`src/rtl/port_stream_bridge_pkg.sv`:
```
// Shared definitions for the CPU port stream bridge.
// Holds the bit positions of the CPU control word (portBOutput) and of the
// status word (portBInput), plus the common 32-bit word type.
package JZJCoreFTypes;

  typedef logic [31:0] word_t;

  // Control word fields driven by the CPU
  localparam int TX_TOGGLE_BIT    = 0;
  localparam int RX_TOGGLE_BIT    = 1;
  localparam int CLEAR_ERRORS_BIT = 2;

  // Status word fields read by the CPU
  localparam int TX_ACK_BIT       = 0;
  localparam int RX_ACK_BIT       = 1;
  localparam int TX_FULL_BIT      = 2;
  localparam int TX_EMPTY_BIT     = 3;
  localparam int RX_EMPTY_BIT     = 4;
  localparam int RX_FULL_BIT      = 5;
  localparam int TX_OVERFLOW_BIT  = 6;
  localparam int RX_UNDERFLOW_BIT = 7;
  localparam int TX_COUNT_LSB     = 8;
  localparam int RX_COUNT_LSB     = 16;
  localparam int COUNT_FIELD_W    = 8;

endpackage

```
`src/rtl/port_stream_bridge_if.sv`:
```
// Signal bundle between the bridge and its environment.
//   CPU side : cpuDataOut/cpuControlOut (CPU stores), cpuDataIn/cpuStatusIn
//              (CPU loads)
//   TX stream: txData/txValid toward the sink, txReady back from it
//   RX stream: rxData/rxValid from the source, rxReady back to it
// master = environment (CPU ports and stream endpoints), slave = bridge.
interface port_stream_bridge_if;
  import JZJCoreFTypes::*;

  word_t       cpuDataOut;
  logic [31:0] cpuControlOut;
  word_t       cpuDataIn;
  logic [31:0] cpuStatusIn;
  word_t       txData;
  logic        txValid;
  logic        txReady;
  word_t       rxData;
  logic        rxValid;
  logic        rxReady;

  modport master (
    output cpuDataOut, cpuControlOut, txReady, rxData, rxValid,
    input  cpuDataIn, cpuStatusIn, txData, txValid, rxReady
  );

  modport slave (
    input  cpuDataOut, cpuControlOut, txReady, rxData, rxValid,
    output cpuDataIn, cpuStatusIn, txData, txValid, rxReady
  );

endinterface

```
`src/rtl/port_stream_bridge_fifo.sv`:
```
// Show-ahead FIFO used for both bridge directions.
//   clock, reset (async, active-low)
//   push/pushData : write request; taken when not full, or when a pop is
//                   taken at the same edge
//   pop           : read request; taken only when not empty
//   head          : current oldest entry (meaningful only when !empty)
//   count/full/empty : occupancy, count is FIFO_DEPTH_LOG2+1 bits
// Storage is deliberately left out of reset; only pointers and count clear.
module port_stream_fifo #(
  parameter int FIFO_DEPTH_LOG2 = 3,
  parameter int WIDTH           = 32
) (
  input  logic                     clock,
  input  logic                     reset,
  input  logic                     push,
  input  logic [WIDTH-1:0]         pushData,
  input  logic                     pop,
  output logic [WIDTH-1:0]         head,
  output logic [FIFO_DEPTH_LOG2:0] count,
  output logic                     full,
  output logic                     empty
);

  localparam int DEPTH = 1 << FIFO_DEPTH_LOG2;
  localparam logic [FIFO_DEPTH_LOG2:0] FULL_COUNT = {1'b1, {FIFO_DEPTH_LOG2{1'b0}}};

  logic [WIDTH-1:0]           mem [DEPTH];
  logic [FIFO_DEPTH_LOG2-1:0] rdPtr;
  logic [FIFO_DEPTH_LOG2-1:0] wrPtr;
  logic                       popOk;
  logic                       pushOk;

  assign empty  = (count == '0);
  assign full   = (count == FULL_COUNT);
  assign popOk  = pop && !empty;
  // A pop at the same edge frees a slot, so a full FIFO still accepts
  assign pushOk = push && (!full || popOk);
  assign head   = mem[rdPtr];

  always_ff @(posedge clock or negedge reset) begin
    if (!reset) begin
      rdPtr <= '0;
      wrPtr <= '0;
      count <= '0;
    end else begin
      if (popOk)  rdPtr <= rdPtr + 1'b1;
      if (pushOk) wrPtr <= wrPtr + 1'b1;
      case ({pushOk, popOk})
        2'b10:   count <= count + 1'b1;
        2'b01:   count <= count - 1'b1;
        default: count <= count;
      endcase
    end
  end

  always_ff @(posedge clock) begin
    if (pushOk) mem[wrPtr] <= pushData;
  end

endmodule

```
`src/rtl/port_stream_bridge.sv`:
```
// Memory-mapped stream bridge behind the CPU's port A/B pair.
//   clock, reset (async, active-low)
//   bus.slave:
//     cpuDataOut    : TX word (portAOutput)
//     cpuControlOut : [0] txToggle, [1] rxToggle, [2] clearErrors (portBOutput)
//     cpuDataIn     : RX FIFO head, 0 when empty (portAInput)
//     cpuStatusIn   : acks, full/empty flags, sticky errors, counts (portBInput)
//     txData/txValid/txReady : outgoing stream
//     rxData/rxValid/rxReady : incoming stream
// Each change of a toggle bit is one command; the matching ack bit echoes
// the toggle so the CPU can poll for completion.
module port_stream_bridge
  import JZJCoreFTypes::*;
#(
  parameter int FIFO_DEPTH_LOG2 = 3
) (
  input logic                 clock,
  input logic                 reset,
  port_stream_bridge_if.slave bus
);

  logic [FIFO_DEPTH_LOG2:0] txCount;
  logic [FIFO_DEPTH_LOG2:0] rxCount;
  word_t                    txHead;
  word_t                    rxHead;
  logic txFull, txEmpty, rxFull, rxEmpty;
  logic txPrev, rxPrev, txAck, rxAck, txOverflow, rxUnderflow;
  logic txToggle, rxToggle, clearErrors;
  logic txCmd, rxCmd, txPop, rxPush, rxPop, newOverflow, newUnderflow;
  logic [31:0] status;
  logic unusedCtlBits;

  assign txToggle      = bus.cpuControlOut[TX_TOGGLE_BIT];
  assign rxToggle      = bus.cpuControlOut[RX_TOGGLE_BIT];
  assign clearErrors   = bus.cpuControlOut[CLEAR_ERRORS_BIT];
  assign unusedCtlBits = ^bus.cpuControlOut[31:3];

  assign txCmd  = (txToggle != txPrev);
  assign rxCmd  = (rxToggle != rxPrev);
  assign txPop  = !txEmpty && bus.txReady;
  assign rxPush = bus.rxValid && !rxFull;
  assign rxPop  = rxCmd && !rxEmpty;

  // A full TX FIFO only drops the word when the sink is not draining it
  assign newOverflow  = txCmd && txFull && !txPop;
  // Judged on pre-edge occupancy: a same-edge stream push cannot satisfy it
  assign newUnderflow = rxCmd && rxEmpty;

  port_stream_fifo #(.FIFO_DEPTH_LOG2(FIFO_DEPTH_LOG2), .WIDTH(32)) txFifo (
    .clock    (clock),
    .reset    (reset),
    .push     (txCmd),
    .pushData (bus.cpuDataOut),
    .pop      (txPop),
    .head     (txHead),
    .count    (txCount),
    .full     (txFull),
    .empty    (txEmpty)
  );

  port_stream_fifo #(.FIFO_DEPTH_LOG2(FIFO_DEPTH_LOG2), .WIDTH(32)) rxFifo (
    .clock    (clock),
    .reset    (reset),
    .push     (rxPush),
    .pushData (bus.rxData),
    .pop      (rxPop),
    .head     (rxHead),
    .count    (rxCount),
    .full     (rxFull),
    .empty    (rxEmpty)
  );

  always_ff @(posedge clock or negedge reset) begin
    if (!reset) begin
      txPrev      <= 1'b0;
      rxPrev      <= 1'b0;
      txAck       <= 1'b0;
      rxAck       <= 1'b0;
      txOverflow  <= 1'b0;
      rxUnderflow <= 1'b0;
    end else begin
      if (txCmd) begin
        txPrev <= txToggle;
        txAck  <= txToggle;
      end
      if (rxCmd) begin
        rxPrev <= rxToggle;
        rxAck  <= rxToggle;
      end
      // A fresh error at the clearing edge still sets the flag
      txOverflow  <= (txOverflow  && !clearErrors) || newOverflow;
      rxUnderflow <= (rxUnderflow && !clearErrors) || newUnderflow;
    end
  end

  always_comb begin
    status                                   = '0;
    status[TX_ACK_BIT]                       = txAck;
    status[RX_ACK_BIT]                       = rxAck;
    status[TX_FULL_BIT]                      = txFull;
    status[TX_EMPTY_BIT]                     = txEmpty;
    status[RX_EMPTY_BIT]                     = rxEmpty;
    status[RX_FULL_BIT]                      = rxFull;
    status[TX_OVERFLOW_BIT]                  = txOverflow;
    status[RX_UNDERFLOW_BIT]                 = rxUnderflow;
    status[TX_COUNT_LSB +: COUNT_FIELD_W]    = COUNT_FIELD_W'(txCount);
    status[RX_COUNT_LSB +: COUNT_FIELD_W]    = COUNT_FIELD_W'(rxCount);
  end

  assign bus.cpuStatusIn = status;
  assign bus.cpuDataIn   = rxEmpty ? '0 : rxHead;
  assign bus.txData      = txHead;
  assign bus.txValid     = !txEmpty;
  assign bus.rxReady     = !rxFull;

endmodule

```
`src/flat_wrapper.sv`:
```
// flat-port wrapper written by rule: the top's interface ports become plain ports
module port_stream_bridge_flat import JZJCoreFTypes::*;
#(
  parameter int FIFO_DEPTH_LOG2 = 3
)
  (clock, reset, bus_cpuDataOut, bus_cpuControlOut, bus_txReady, bus_rxData, bus_rxValid, bus_cpuDataIn, bus_cpuStatusIn, bus_txData, bus_txValid, bus_rxReady);
  port_stream_bridge_if bus_i ();
  input logic clock;
  input logic reset;
  input wire logic [$bits(bus_i.cpuDataOut)-1:0] bus_cpuDataOut;
  input wire logic [$bits(bus_i.cpuControlOut)-1:0] bus_cpuControlOut;
  input wire logic [$bits(bus_i.txReady)-1:0] bus_txReady;
  input wire logic [$bits(bus_i.rxData)-1:0] bus_rxData;
  input wire logic [$bits(bus_i.rxValid)-1:0] bus_rxValid;
  output wire logic [$bits(bus_i.cpuDataIn)-1:0] bus_cpuDataIn;
  output wire logic [$bits(bus_i.cpuStatusIn)-1:0] bus_cpuStatusIn;
  output wire logic [$bits(bus_i.txData)-1:0] bus_txData;
  output wire logic [$bits(bus_i.txValid)-1:0] bus_txValid;
  output wire logic [$bits(bus_i.rxReady)-1:0] bus_rxReady;
  assign bus_i.cpuDataOut = bus_cpuDataOut;
  assign bus_i.cpuControlOut = bus_cpuControlOut;
  assign bus_i.txReady = bus_txReady;
  assign bus_i.rxData = bus_rxData;
  assign bus_i.rxValid = bus_rxValid;
  assign bus_cpuDataIn = bus_i.cpuDataIn;
  assign bus_cpuStatusIn = bus_i.cpuStatusIn;
  assign bus_txData = bus_i.txData;
  assign bus_txValid = bus_i.txValid;
  assign bus_rxReady = bus_i.rxReady;
  port_stream_bridge #(.FIFO_DEPTH_LOG2(FIFO_DEPTH_LOG2)) u_core (.clock(clock), .reset(reset), .bus(bus_i));
endmodule
```
`config.mk`:
```
export PLATFORM = sky130hd
export DESIGN_NAME = port_stream_bridge_flat
export DESIGN_NICKNAME = d
export VERILOG_FILES = /design/src/rtl/port_stream_bridge_pkg.sv /design/src/rtl/port_stream_bridge_if.sv /design/src/rtl/port_stream_bridge_fifo.sv /design/src/rtl/port_stream_bridge.sv /design/src/flat_wrapper.sv
export SDC_FILE = /design/constraint.sdc
export NUM_CORES = 1
export LEC_CHECK = 0
export ABC_AREA = 1
export CAP_MARGIN = 20
export CELL_PAD_IN_SITES_DETAIL_PLACEMENT = 1
export CELL_PAD_IN_SITES_GLOBAL_PLACEMENT = 1
export CORE_ASPECT_RATIO = 1.5
export CORE_MARGIN = 10
export CORE_UTILIZATION = 40
export CTS_BUF_LIST = sky130_fd_sc_hd__clkbuf_8
export DETAILED_ROUTE_END_ITERATION = 12
export GPL_TIMING_DRIVEN = 1
export PLACE_DENSITY_LB_ADDON = 0.1
export SKIP_LAST_GASP = 1
export SYNTH_ARGS = -nofsm -noshare
export SYNTH_HDL_FRONTEND = slang
export SYNTH_SLANG_ARGS = --single-unit
```
`constraint.sdc`:
```
create_clock -name clock -period 7.39 [get_ports clock]
set_input_delay 1.478 -clock clock [delete_from_list [all_inputs] [get_ports clock]]
set_output_delay 1.478 -clock clock [all_outputs]
set_load 0.01 [all_outputs]
```
==> out/metrics.yaml, run 1 <==
synthMuxAreaShare_pct: 1.54
power.leakage_nw: 8.69
route.met2.wl_um: 29200
ff_type: "edfxtp_1"
worst-setup-path-type: "reg -> out"
grt.busiest_layer: "met2"
number_of_levels_the_h_tree_was_split_into: 3
synth.top_cells.by_count: "edfxtp_1, nor2_1, o21ai_0, nand2_1, o21ai_1"
post-place-ws_ps: 2560
final_max_slew_violation_tally: 0
top_layout_cells: "edfxtp_1, nor2_1, o21ai_0"
via_per_inst: 5.23
globalplace.congestion: 0.716
seqAreaFraction_pct: 63.8
diodes: 3
status: "finished, final reports clean"
timing.critical_path.to: "bus_txData[26]"
layout.comb_gates.multi_input: 1029
timing.rr.end: "u_core.rxFifo.count[2]"
holdCritPathClass: "reg -> reg"
max_freq_ghz: 0.184
utilization_pct: 46.9
postRouteAntennaNets: 0
use_met2_pct: 31.3
synth-simple-area-share_pct: 10.0
synth_area_sq_um: 21500
top_cells_by_area: "edfxtp_1, nor2_1, o21ai_0"
coreArea_sq_um: 53500
timing.rr.start: "u_core.rxFifo.count[2]"
seq_power_share_pct: 41.4
placement.cell_area_sq_um: 23600
tns_ps: 0
number_of_clock_buffers_inserted_by_tritoncts: 83
combinationalPower_mw: 3.78
clkbuf_count: 87
run 1: tightest hold or removal path: cells and delay by family (launching register included):
family | cells | cell delay [ps]
flip-flops | 1 | 370
AND/OR/NAND/NOR | 2 | 120
run 1: how the worst min path moves through the flow:
stage	end	cells past startpoint	slack, ps	startpoint
floorplan	u_core.txFifo.wrPtr[0]	2	470	u_core.txFifo.wrPtr[0]
detailed placement	u_core.txFifo.wrPtr[0]	2	520	u_core.txFifo.wrPtr[0]
CTS	u_core.txFifo.wrPtr[0]	2	530	u_core.txFifo.wrPtr[0]
global placement	u_core.txFifo.wrPtr[0]	2	490	u_core.txFifo.wrPtr[0]
global route	u_core.txFifo.wrPtr[0]	2	550	u_core.txFifo.wrPtr[0]
finish	u_core.txFifo.wrPtr[0]	2	520	u_core.txFifo.wrPtr[0]
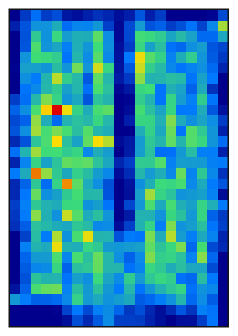
*Signal metal coverage by tile, run 1*
21 x 30 tiles, from dark blue (low) to red (high), scaled to the fullest tile. Values are wire area over tile area, all layers added.
nearly empty tiles: 8.3%
mean over tiles: 0.14
fullest tile: 0.44
tiles over half the peak: 13%
Routed wire per std cell: 21.1 um
total length of routed wires: 55,000 um

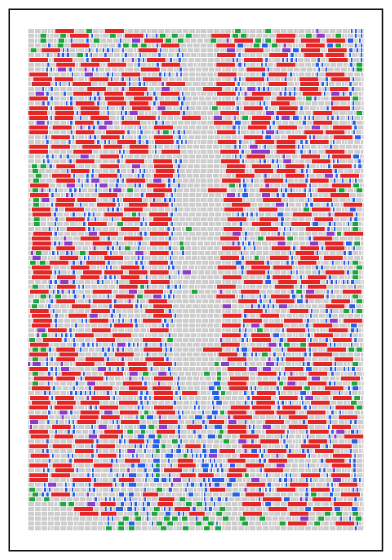
*Placement by cell class, run 1*
Fill, decap, tap and diode cells in grey.
| colour | class | cells | share of their area |
|---|---|---|---|
| purple | clock drivers and dummy loads | 145 | 6.0% |
| green | other buffers and delay cells | 178 | 7.1% |
| red | flip-flops | 536 | 66% |
| blue | all other logic | 1,056 | 21% |

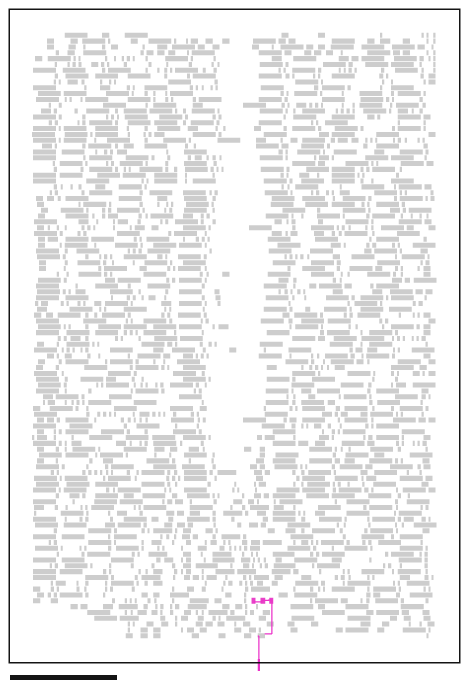
*Wires at chosen ports, followed through buffers, run 1*
The bar under the picture is 50 um long.
| colour | port | bits | direction | end cells | buffers | wire |
|---|---|---|---|---|---|---|
| magenta | bus_txReady | 1 | input | 3 | 1 | 40.4 um |
number of top-level design ports: 198
number of buffer cells added on primary ports: 152

--- run 2 (diff from run 1) ---
==> constraint.sdc (replaced) <==
create_clock -name clock -period 5.34 [get_ports clock]
set_input_delay 1.068 -clock clock [delete_from_list [all_inputs] [get_ports clock]]
set_output_delay 1.068 -clock clock [all_outputs]
set_load 0.01 [all_outputs]
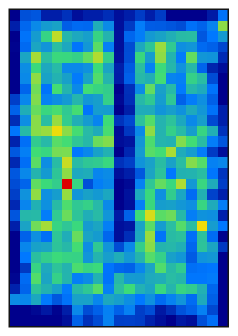
*Signal metal coverage by tile, run 2*
21 x 30 tiles, from dark blue (low) to red (high), scaled to the fullest tile. Values are wire area over tile area, all layers added.
mean over tiles: 0.14
nearly empty tiles: 7.1%
tiles over half the peak: 12%
densest ninth of the die: left middle
fullest tile: 0.44
total length of routed wires: 55,000 um
Total Routing Usage GR: 17.1%
DR vias: 13,700

==> run 2 against run 1 <==
Effect of this change:
- final cell count rose by 0.58%
- critical path depth fell by 1
- largest power group unchanged
- critical endpoint is now bus_cpuDataIn[21]
- first-iteration DRC count rose by 10%
- combinational power up 45%
- non-clock buffer count rose by 10
- sequential power is 34% higher
- critical path type unchanged
- total power grew 39%
- worst setup slack got worse by 740 ps
==> out/metrics.yaml, run 2 <==
power.leakage_nw: 8.74
buffer_ports.inserted: 152
top_cells_by_area: "edfxtp_1, nor2_1, o21ai_0"
diodes: 2
globalplace.congestion: 0.725
hold_start: "u_core.txFifo.wrPtr[0]"
worstHoldEndpoint: "u_core.txFifo.wrPtr[0]"
post-place-ws_ps: 1640
design.portCount: 198
coreArea_sq_um: 53500
status: "finished, final reports clean"
ff_type: "edfxtp_1"
top_layout_cells: "edfxtp_1, nor2_1, o21ai_0"
synth_area_sq_um: 21500
holdCritPathClass: "reg -> reg"
worstPathArrival_ps: 3070
whs_path_depth: 2
timing.rr.end: "u_core.rxFifo.count[2]"
tns_ps: 0
number_of_levels_the_h_tree_was_split_into: 3
wire_per_inst_um: 21.0
grt_pass1_wl_um: 85100
seqAreaFraction_pct: 63.6
placement.cell_area_sq_um: 23700
number_of_clock_buffers_inserted_by_tritoncts: 83
utilization_pct: 47.0
clock_sinks: 536
max_freq_ghz: 0.242
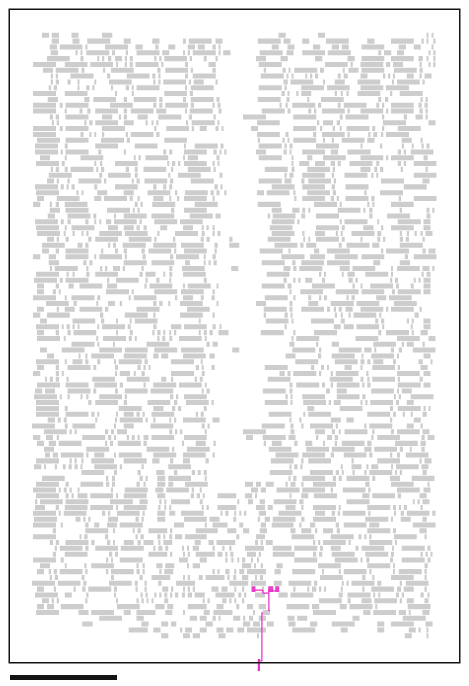
*Wires at chosen ports, followed through buffers, run 2*
The bar under the picture is 50 um long.
| colour | port | bits | direction | end cells | buffers | wire |
|---|---|---|---|---|---|---|
| magenta | bus_txReady | 1 | input | 3 | 1 | 47.7 um |

run 2: cells by family after synthesis:
| group | synth area share (%) |
|---|---|
| mux | 1.54 |
| compound gates | 9.36 |
| simple gates | 10.0 |
| flops | 74.2 |
| other cells | 0.0174 |
| buf+inv | 3.74 |
| xor+xnor | 0.529 |
| fa+ha+maj | 0.616 |
run 2: power breakdown:
group / switching [mW] / internal [mW] / leakage (nW)
clock network: 1.54 / 1.51 / 0.846
logic: 3.42 / 2.07 / 2.96
registers: 0.334 / 5.33 / 4.93
total: 5.30 / 8.92 / 8.74
run 2: per-layer routing:
metal | global-route usage (%) | share of wire (%) | routed length [um]
met1 | 18.9 | 40 | 21800
met2 | 31.3 | 53 | 29400
met3 | 3.32 | 4.4 | 2410
met4 | 6.67 | 2.5 | 1390
met5 | 0 | 0.044 | 24
Power and IR drop assume default switching activity.
